[src/rtl/k580vv55_hs_if.sv]
// CPU-side I/O bus of the KR580VV55 parallel interface.
//   addr  : register select (0=A, 1=B, 2=C, 3=control)
//   we_n  : write strobe, active low, one clk per access
//   rd    : read strobe, active high, one clk per access
//   idata : write data
//   odata : read data, combinational from addr
// master = CPU / bus controller, slave = the peripheral.
interface k580vv55_hs_if;
  logic [1:0] addr;
  logic       we_n;
  logic       rd;
  logic [7:0] idata;
  logic [7:0] odata;

  modport master (output addr, we_n, rd, idata, input odata);
  modport slave  (input addr, we_n, rd, idata, output odata);
endinterface

[src/rtl/k580vv55_hs.sv]
// KR580VV55 (i8255) parallel interface, Mode 0 and Mode 1 per group, with a
// live control register and strobed input/output handshakes on port C.
// Mode 2 is not supported.
// Ports:
//   clk, reset        : clock, synchronous active-high reset
//   bus (slave)       : CPU register bus (addr/we_n/rd/idata/odata)
//   ipa/ipb/ipc       : port pin inputs
//   opa/opb/opc       : port output latches (opc carries handshake outputs)
//   oea/oeb           : port A/B drive enable (1 = output)
//   oec               : per-bit port C drive enable
//   intr_a/intr_b     : INTR_A (PC3) and INTR_B (PC0) mirrors
// Build option: K580VV55_SYNC_EN routes ipa/ipb/ipc through two flops
// (reset to 8'hFF) before any use; otherwise pins must be synchronous to clk.
module k580vv55_hs #(
  parameter logic [7:0] RESET_CW  = 8'h9B,
  parameter logic [7:0] RESET_OUT = 8'hFF
) (
  input  logic             clk,
  input  logic             reset,
  k580vv55_hs_if.slave     bus,
  input  logic [7:0]       ipa,
  input  logic [7:0]       ipb,
  input  logic [7:0]       ipc,
  output logic [7:0]       opa,
  output logic [7:0]       opb,
  output logic [7:0]       opc,
  output logic             oea,
  output logic             oeb,
  output logic [7:0]       oec,
  output logic             intr_a,
  output logic             intr_b
);

  logic [7:0] pa_s, pb_s, pc_s;

`ifdef K580VV55_SYNC_EN
  logic [7:0] pa_meta_reg, pb_meta_reg, pc_meta_reg;
  logic [7:0] pa_sync_reg, pb_sync_reg, pc_sync_reg;
  always_ff @(posedge clk) begin
    if (reset) begin
      pa_meta_reg <= 8'hFF; pb_meta_reg <= 8'hFF; pc_meta_reg <= 8'hFF;
      pa_sync_reg <= 8'hFF; pb_sync_reg <= 8'hFF; pc_sync_reg <= 8'hFF;
    end else begin
      pa_meta_reg <= ipa; pb_meta_reg <= ipb; pc_meta_reg <= ipc;
      pa_sync_reg <= pa_meta_reg; pb_sync_reg <= pb_meta_reg; pc_sync_reg <= pc_meta_reg;
    end
  end
  assign pa_s = pa_sync_reg;
  assign pb_s = pb_sync_reg;
  assign pc_s = pc_sync_reg;
`else
  assign pa_s = ipa;
  assign pb_s = ipb;
  assign pc_s = ipc;
`endif

  // Bit 7 of a mode-set word is always 1, so only [6:0] is kept.
  logic [6:0] cw_reg;
  logic [7:0] opa_reg, opb_reg, opc_reg, la_reg, lb_reg;
  logic ibf_a_reg, obf_a_n_reg, intr_a_reg, inte_a_in_reg, inte_a_out_reg;
  logic ibf_b_reg, obf_b_n_reg, intr_b_reg, inte_b_reg;
  logic stb_a_prev_reg, ack_a_prev_reg, hs_b_prev_reg;

  logic a_m1, a_in, b_m1, b_in;
  assign a_m1 = |cw_reg[6:5];
  assign a_in = cw_reg[4];
  assign b_m1 = cw_reg[2];
  assign b_in = cw_reg[1];

  logic wr_a, wr_b, wr_c, wr_cw, rd_a, rd_b;
  assign wr_a  = !bus.we_n && (bus.addr == 2'd0);
  assign wr_b  = !bus.we_n && (bus.addr == 2'd1);
  assign wr_c  = !bus.we_n && (bus.addr == 2'd2);
  assign wr_cw = !bus.we_n && (bus.addr == 2'd3);
  assign rd_a  = bus.rd && (bus.addr == 2'd0);
  assign rd_b  = bus.rd && (bus.addr == 2'd1);

  // Edges on the strobe/acknowledge pins against last clk's sample.
  logic stb_a_fall, stb_a_rise, ack_a_fall, ack_a_rise, hs_b_fall, hs_b_rise;
  assign stb_a_fall = stb_a_prev_reg & ~pc_s[4];
  assign stb_a_rise = ~stb_a_prev_reg & pc_s[4];
  assign ack_a_fall = ack_a_prev_reg & ~pc_s[6];
  assign ack_a_rise = ~ack_a_prev_reg & pc_s[6];
  assign hs_b_fall  = hs_b_prev_reg & ~pc_s[2];
  assign hs_b_rise  = ~hs_b_prev_reg & pc_s[2];

  logic [2:0] bsr_bit;
  assign bsr_bit = bus.idata[3:1];

  always_ff @(posedge clk) begin
    if (reset) begin
      cw_reg <= RESET_CW[6:0];
      opa_reg <= RESET_OUT; opb_reg <= RESET_OUT; opc_reg <= RESET_OUT;
      la_reg <= 8'h00; lb_reg <= 8'h00;
      ibf_a_reg <= 1'b0; obf_a_n_reg <= 1'b1; intr_a_reg <= 1'b0;
      inte_a_in_reg <= 1'b0; inte_a_out_reg <= 1'b0;
      ibf_b_reg <= 1'b0; obf_b_n_reg <= 1'b1; intr_b_reg <= 1'b0; inte_b_reg <= 1'b0;
      stb_a_prev_reg <= 1'b1; ack_a_prev_reg <= 1'b1; hs_b_prev_reg <= 1'b1;
    end else begin
      stb_a_prev_reg <= pc_s[4];
      ack_a_prev_reg <= pc_s[6];
      hs_b_prev_reg  <= pc_s[2];
      if (wr_a) opa_reg <= bus.idata;
      if (wr_b) opb_reg <= bus.idata;
      if (wr_c) opc_reg <= bus.idata;
      if (wr_cw) begin
        // A control write suppresses every handshake event in this clk.
        if (bus.idata[7]) begin
          cw_reg <= bus.idata[6:0];
          opa_reg <= 8'h00; opb_reg <= 8'h00; opc_reg <= 8'h00;
          ibf_a_reg <= 1'b0; obf_a_n_reg <= 1'b1; intr_a_reg <= 1'b0;
          inte_a_in_reg <= 1'b0; inte_a_out_reg <= 1'b0;
          ibf_b_reg <= 1'b0; obf_b_n_reg <= 1'b1; intr_b_reg <= 1'b0; inte_b_reg <= 1'b0;
        end else if (a_m1 && a_in && bsr_bit == 3'd4) begin
          inte_a_in_reg <= bus.idata[0];
        end else if (a_m1 && !a_in && bsr_bit == 3'd6) begin
          inte_a_out_reg <= bus.idata[0];
        end else if (b_m1 && bsr_bit == 3'd2) begin
          inte_b_reg <= bus.idata[0];
        end else begin
          opc_reg[bsr_bit] <= bus.idata[0];
        end
      end else begin
        // Set conditions are tested first so they win over a clear in the same clk.
        if (a_m1) begin
          if (a_in) begin
            if (stb_a_fall) begin
              la_reg <= pa_s; ibf_a_reg <= 1'b1;
            end else if (rd_a) ibf_a_reg <= 1'b0;
            if (stb_a_rise && ibf_a_reg && inte_a_in_reg) intr_a_reg <= 1'b1;
            else if (rd_a) intr_a_reg <= 1'b0;
          end else begin
            if (wr_a) obf_a_n_reg <= 1'b0;
            else if (ack_a_fall) obf_a_n_reg <= 1'b1;
            if (ack_a_rise && inte_a_out_reg) intr_a_reg <= 1'b1;
            else if (wr_a) intr_a_reg <= 1'b0;
          end
        end
        if (b_m1) begin
          if (b_in) begin
            if (hs_b_fall) begin
              lb_reg <= pb_s; ibf_b_reg <= 1'b1;
            end else if (rd_b) ibf_b_reg <= 1'b0;
            if (hs_b_rise && ibf_b_reg && inte_b_reg) intr_b_reg <= 1'b1;
            else if (rd_b) intr_b_reg <= 1'b0;
          end else begin
            if (wr_b) obf_b_n_reg <= 1'b0;
            else if (hs_b_fall) obf_b_n_reg <= 1'b1;
            if (hs_b_rise && inte_b_reg) intr_b_reg <= 1'b1;
            else if (wr_b) intr_b_reg <= 1'b0;
          end
        end
      end
    end
  end

  // Port C drive enables and output values with handshake bits substituted.
  logic [7:0] oec_c, opc_c, c_mix, c_read;
  always_comb begin
    oec_c = {{4{~cw_reg[3]}}, {4{~cw_reg[0]}}};
    opc_c = opc_reg;
    if (a_m1) begin
      oec_c[3] = 1'b1;
      opc_c[3] = intr_a_reg;
      if (a_in) begin
        oec_c[4] = 1'b0; oec_c[5] = 1'b1; opc_c[5] = ibf_a_reg;
      end else begin
        oec_c[6] = 1'b0; oec_c[7] = 1'b1; opc_c[7] = obf_a_n_reg;
      end
    end
    if (b_m1) begin
      oec_c[2] = 1'b0; oec_c[1] = 1'b1; oec_c[0] = 1'b1;
      opc_c[1] = b_in ? ibf_b_reg : obf_b_n_reg;
      opc_c[0] = intr_b_reg;
    end
  end

  // Driven C bits read back what is driven; undriven bits read the pins.
  for (genvar gi = 0; gi < 8; gi++) begin : g_cmix
    assign c_mix[gi] = oec_c[gi] ? opc_c[gi] : pc_s[gi];
  end

  // Strobe/ack inputs read back as their INTE flop.
  always_comb begin
    c_read = c_mix;
    if (a_m1) begin
      if (a_in) c_read[4] = inte_a_in_reg;
      else      c_read[6] = inte_a_out_reg;
    end
    if (b_m1) c_read[2] = inte_b_reg;
  end

  always_comb begin
    bus.odata = 8'hFF;
    case (bus.addr)
      2'd0: bus.odata = (a_m1 && a_in) ? la_reg : (a_in ? pa_s : opa_reg);
      2'd1: bus.odata = (b_m1 && b_in) ? lb_reg : (b_in ? pb_s : opb_reg);
      2'd2: bus.odata = c_read;
      default: bus.odata = 8'hFF;
    endcase
  end

  assign opa    = opa_reg;
  assign opb    = opb_reg;
  assign opc    = opc_c;
  assign oea    = ~cw_reg[4];
  assign oeb    = ~cw_reg[1];
  assign oec    = oec_c;
  assign intr_a = intr_a_reg;
  assign intr_b = intr_b_reg;

endmodule

[src/flat_wrapper.sv]
// flat-port wrapper written by rule: the top's interface ports become plain ports
module k580vv55_hs_flat 
#(
  parameter logic [7:0] RESET_CW  = 8'h9B,
  parameter logic [7:0] RESET_OUT = 8'hFF
)
  (clk, reset, ipa, ipb, ipc, opa, opb, opc, oea, oeb, oec, intr_a, intr_b, bus_addr, bus_we_n, bus_rd, bus_idata, bus_odata);
  k580vv55_hs_if bus_i ();
  input  logic clk;
  input  logic reset;
  input  logic [7:0] ipa;
  input  logic [7:0] ipb;
  input  logic [7:0] ipc;
  output logic [7:0] opa;
  output logic [7:0] opb;
  output logic [7:0] opc;
  output logic oea;
  output logic oeb;
  output logic [7:0] oec;
  output logic intr_a;
  output logic intr_b;
  input wire logic [$bits(bus_i.addr)-1:0] bus_addr;
  input wire logic [$bits(bus_i.we_n)-1:0] bus_we_n;
  input wire logic [$bits(bus_i.rd)-1:0] bus_rd;
  input wire logic [$bits(bus_i.idata)-1:0] bus_idata;
  output wire logic [$bits(bus_i.odata)-1:0] bus_odata;
  assign bus_i.addr = bus_addr;
  assign bus_i.we_n = bus_we_n;
  assign bus_i.rd = bus_rd;
  assign bus_i.idata = bus_idata;
  assign bus_odata = bus_i.odata;
  k580vv55_hs #(.RESET_CW(RESET_CW), .RESET_OUT(RESET_OUT)) u_core (.clk(clk), .reset(reset), .bus(bus_i), .ipa(ipa), .ipb(ipb), .ipc(ipc), .opa(opa), .opb(opb), .opc(opc), .oea(oea), .oeb(oeb), .oec(oec), .intr_a(intr_a), .intr_b(intr_b));
endmodule
[config.mk]
export PLATFORM = sky130hd
export DESIGN_NAME = k580vv55_hs_flat
export DESIGN_NICKNAME = d
export VERILOG_FILES = /design/src/rtl/k580vv55_hs_if.sv /design/src/rtl/k580vv55_hs.sv /design/src/flat_wrapper.sv
export SDC_FILE = /design/constraint.sdc
export NUM_CORES = 1
export LEC_CHECK = 0
export CAP_MARGIN = 10
export CORE_UTILIZATION = 50
export CTS_CLUSTER_SIZE = 30
export DETAILED_ROUTE_END_ITERATION = 7
export GPL_TIMING_DRIVEN = 0
export PLACE_DENSITY = 0.81
export SLEW_MARGIN = 20
export SYNTH_ARGS = -nofsm -noshare
export SYNTH_HDL_FRONTEND = slang
export SYNTH_SLANG_ARGS = --single-unit
[constraint.sdc]
create_clock -name clk -period 1.55 [get_ports clk]
set_input_delay 0.2325 -clock clk [delete_from_list [all_inputs] [get_ports clk]]
set_output_delay 0.2325 -clock clk [all_outputs]
set_load 0.05 [all_outputs]
Fig. 1: local utilization
Scale: 4 px per um. The die is cut into 8 by 8 equal tiles; dark blue is low, red is high, 0 to 100% covered.
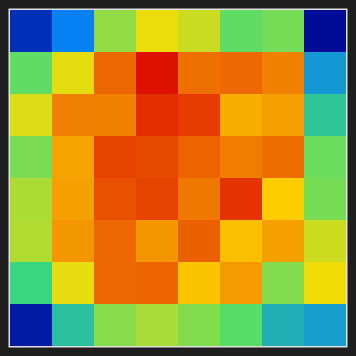
densest ninth of the die: center
mean over tiles: 70%
fullest tile: 98%
tiles over 75% full: 52%

Fig. 2: M1 wires
Scale: 6 px per um. Supply wires on this layer in gray. Cells faint in the background.
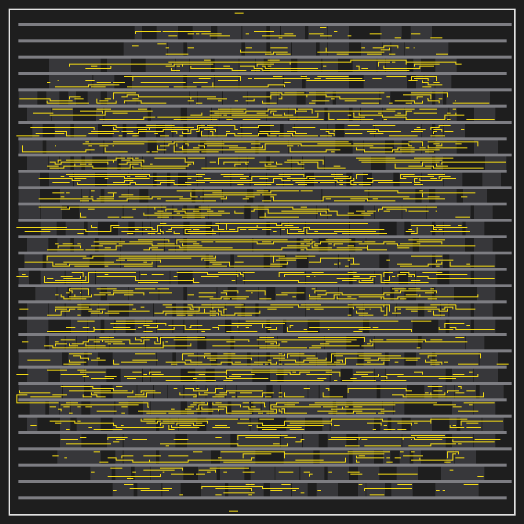
main direction: horizontal
wire length on this layer: 4,600 um

==> flow_metrics.tcl <==
# yosys + openroad results
set metrics [dict create \
    grt_pass1_vias 3437 \
    io_buffers 80 \
    diodes 0 \
    inv_count 7 \
    intPower_mw 2.84 \
    root_buffer "clkbuf_8" \
    hold_end "u_core.la_reg[3]$_SDFFE_PP0P_" \
    gp_congestion 0.928 \
    place_area_um2 4490 \
    clockBufferDepth 2 \
    power_clock_mw 1.47 \
    endpoint "bus_odata[3]" \
    tap_cells 77 \
    combPwrFrac_pct 25.6 \
    comb-power_mw 1.06 \
    endpoint_kind "primary output" \
    powerDensity_nw_per_um2 827 \
    hp-start "u_core.la_reg[3]$_SDFFE_PP0P_" \
    die_w_um 84.0 \
    postLayoutCellArea_um2 5020 \
    drc 16 \
    skew_ns 0.00440 \
    period_needed_ns 2.11 \
    flop_cell "dfxtp_1" \
    final_cell_mix "55 x mux2i_1, 43 x dfxtp_1, 37 x nor2_1" \
    syn_avg_cell_area_um2 8.32 \
    yosysTopAreaCellShare_pct 35.1 \
    crit_chain "nor2_4 > buf_6 > buf_4 > mux2i_4 > o22ai_2 > o41ai_4 > buf_6" \
    p_seq_mw 1.61 \
    setup_viol 18 \
    cp_num_buf_inv 3 \
    crit_arrival_ns 1.87 \
    synth-warning-count 0 \
    synthArstFlopShare_pct 0 \
    reg2reg_to "u_core.inte_a_out_reg$_SDFFE_PP0P_" \
    cts_sinks 59 \
    p_clk_share_pct 35.5 \
    lay_top_count "mux2i_1" \
    rsz0062_at_grt "true" \
    setup_ws_ns -0.556 \
    status "finished, violations left" \
    hold_buffers 0 \
    setup_tns_ns -5.65 \
    syn_to_final_growth_pct 49.2 \
    crit_path_max_fanout 7 \
    layout.cells.non_filler 594 \
    synth_area_um2 3360 \
    cts-htree-levels 3 \
    register_area_um2 1220 \
    tightest_slew_ns 0.585 \
    dpl.cell_count 561 \
    floorplan.nets 442 \
    setup.worst_path.start "u_core.cw_reg[5]$_SDFFE_PP0P_" \
    clkCellAreaFrac_pct 3.99 \
    detailed_place_hpwl_um 7950 \
    n_clock_buffer 12 \
    max_stage_delay_ns 0.36 \
    p_total_mw 4.15 \
    syn_inst 404 \
    min_period_over_period_pct 136 \
    antenna_found_initial 0 \
    cts_tree "built" \
    utilization_pct 78.1 \
    clk_latency_ns 0.34 \
    totalWireLength_um 11800 \
    slew_headroom_pct 61.0 \
    cts_buffers 9 \
    ys_ff 59 \
    max_clock_freq_mhz 475 \
    sh_seq_area_pct 24.2 \
    path_clk_slew_ns 0.06 \
    sh_comb_area_pct 44.5 \
    ys_top_cells_by_count "59 x dfxtp_1, 59 x mux2i_1, 43 x o21ai_0" \
    edf_count 0 \
    drtIter0Drc 317 \
    ys_area_um2 3360 \
    yosysUniqueCellTypes 50 \
    buf_share_pct 24.8 \
    nets 552 \
    dpl_worst_slack_ns -1.60 \
    signal_buffers 137 \
    grt_pass1_wl_um 18000 \
    vias 3725 \
    ir_worst_vdd_mv 0.730 \
    ff2ff_setup_slack_ns -0.07 \
    netlist_top_cells_area "dfxtp_1 35%, mux2i_1 18%, o21ai_0 6.4%" \
    r2r-start "u_core.cw_reg[6]$_SDFFE_PP0P_" \
    die-area_um2 7060 \
    ioPinCount 82 \
    logic_gates 300 \
    largest_area_cell "dfxtp_1" \
    path_depth 7 \
    violations "design-rule violations, negative setup slack" \
    worstRegToRegCells 9 \
    grt_max_degree 11 \
    routed_via_density 6.27 \
    cap_viol_max_count 0 \
    wl_per_cell_um 19.8 \
    antenna_left 0 \
    pwr-share-seq_pct 38.9 \
    cp_common_cell "buf_6" \
    std_cell_rows 29 \
    final_hold_viol_count 0 \
    nFillCells 452 \
    synth_seq_share_pct 35.1 \
    drt_first_pass_iters 8 \
    crit_slowest_cell "dfxtp_4" \
    combGateArea_um2 2230 \
    grt_use_total_pct 33.1 \
    seq_cell_count 59 \
    initial_core_util_pct 52.4 \
    leakagePower_nw 2.01 \
    switchingPower_mw 1.31 \
    die_height_um 84.0 \
    slew_viol_final 0 \
    critPathLaunchType "register" \
    min-delay-path-class "reg2reg" \
    holdPathStages 2 \
    core_area_um2 6420 \
    whs_ns 0.492 \
    layout-drive-gt1-share_pct 29.8 \
    cpLargestDelayFamily "buffers and inverters" \
    power_leader "registers" \
]
Fig. 3: sizing map
Scale: 4 px per um.
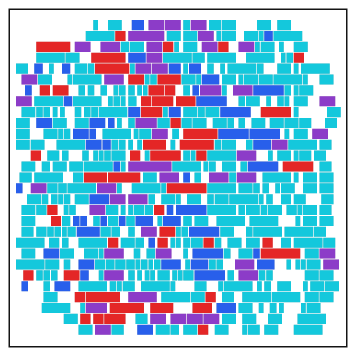
[blue] x2 | cells: 55 | most used: dfxtp_2
[purple] x6 and larger | cells: 48 | most used: buf_6
[red] x3 and x4 | cells: 51 | most used: buf_4
[cyan] x1 and smaller | cells: 363 | most used: mux2i_1

## cell families (layout without fill, tap and decap cells)
family	Yosys count	in the layout	share of synthesized area [%]
DFF	59	59	35.1
buffers and inverters	45	158	6.40
AOI/OAI and AO/OA	115	115	20.6
and+or+nand+nor	117	117	17.3
muxes	68	68	20.6
## what timing repair did
item | 4_1_cts | 5_1_grt
endpoints found under the setup margin | 84 | 32
gates cloned | 1 | 0
buffers inserted | 11 | 11
gates resized | 209 | 37
pin swaps | 10 | 10
## routing by layer
| metal | part of all wire [%] | track usage [%] |
|---|---|---|
| met1 | 39 | 41.7 |
| met2 | 48 | 54.0 |
| met3 | 9.1 | 6.43 |
| met4 | 3.8 | 16.3 |
| met5 | 0 | 0 |
Power figures rest on the tool's default switching activity, not on a simulated workload.
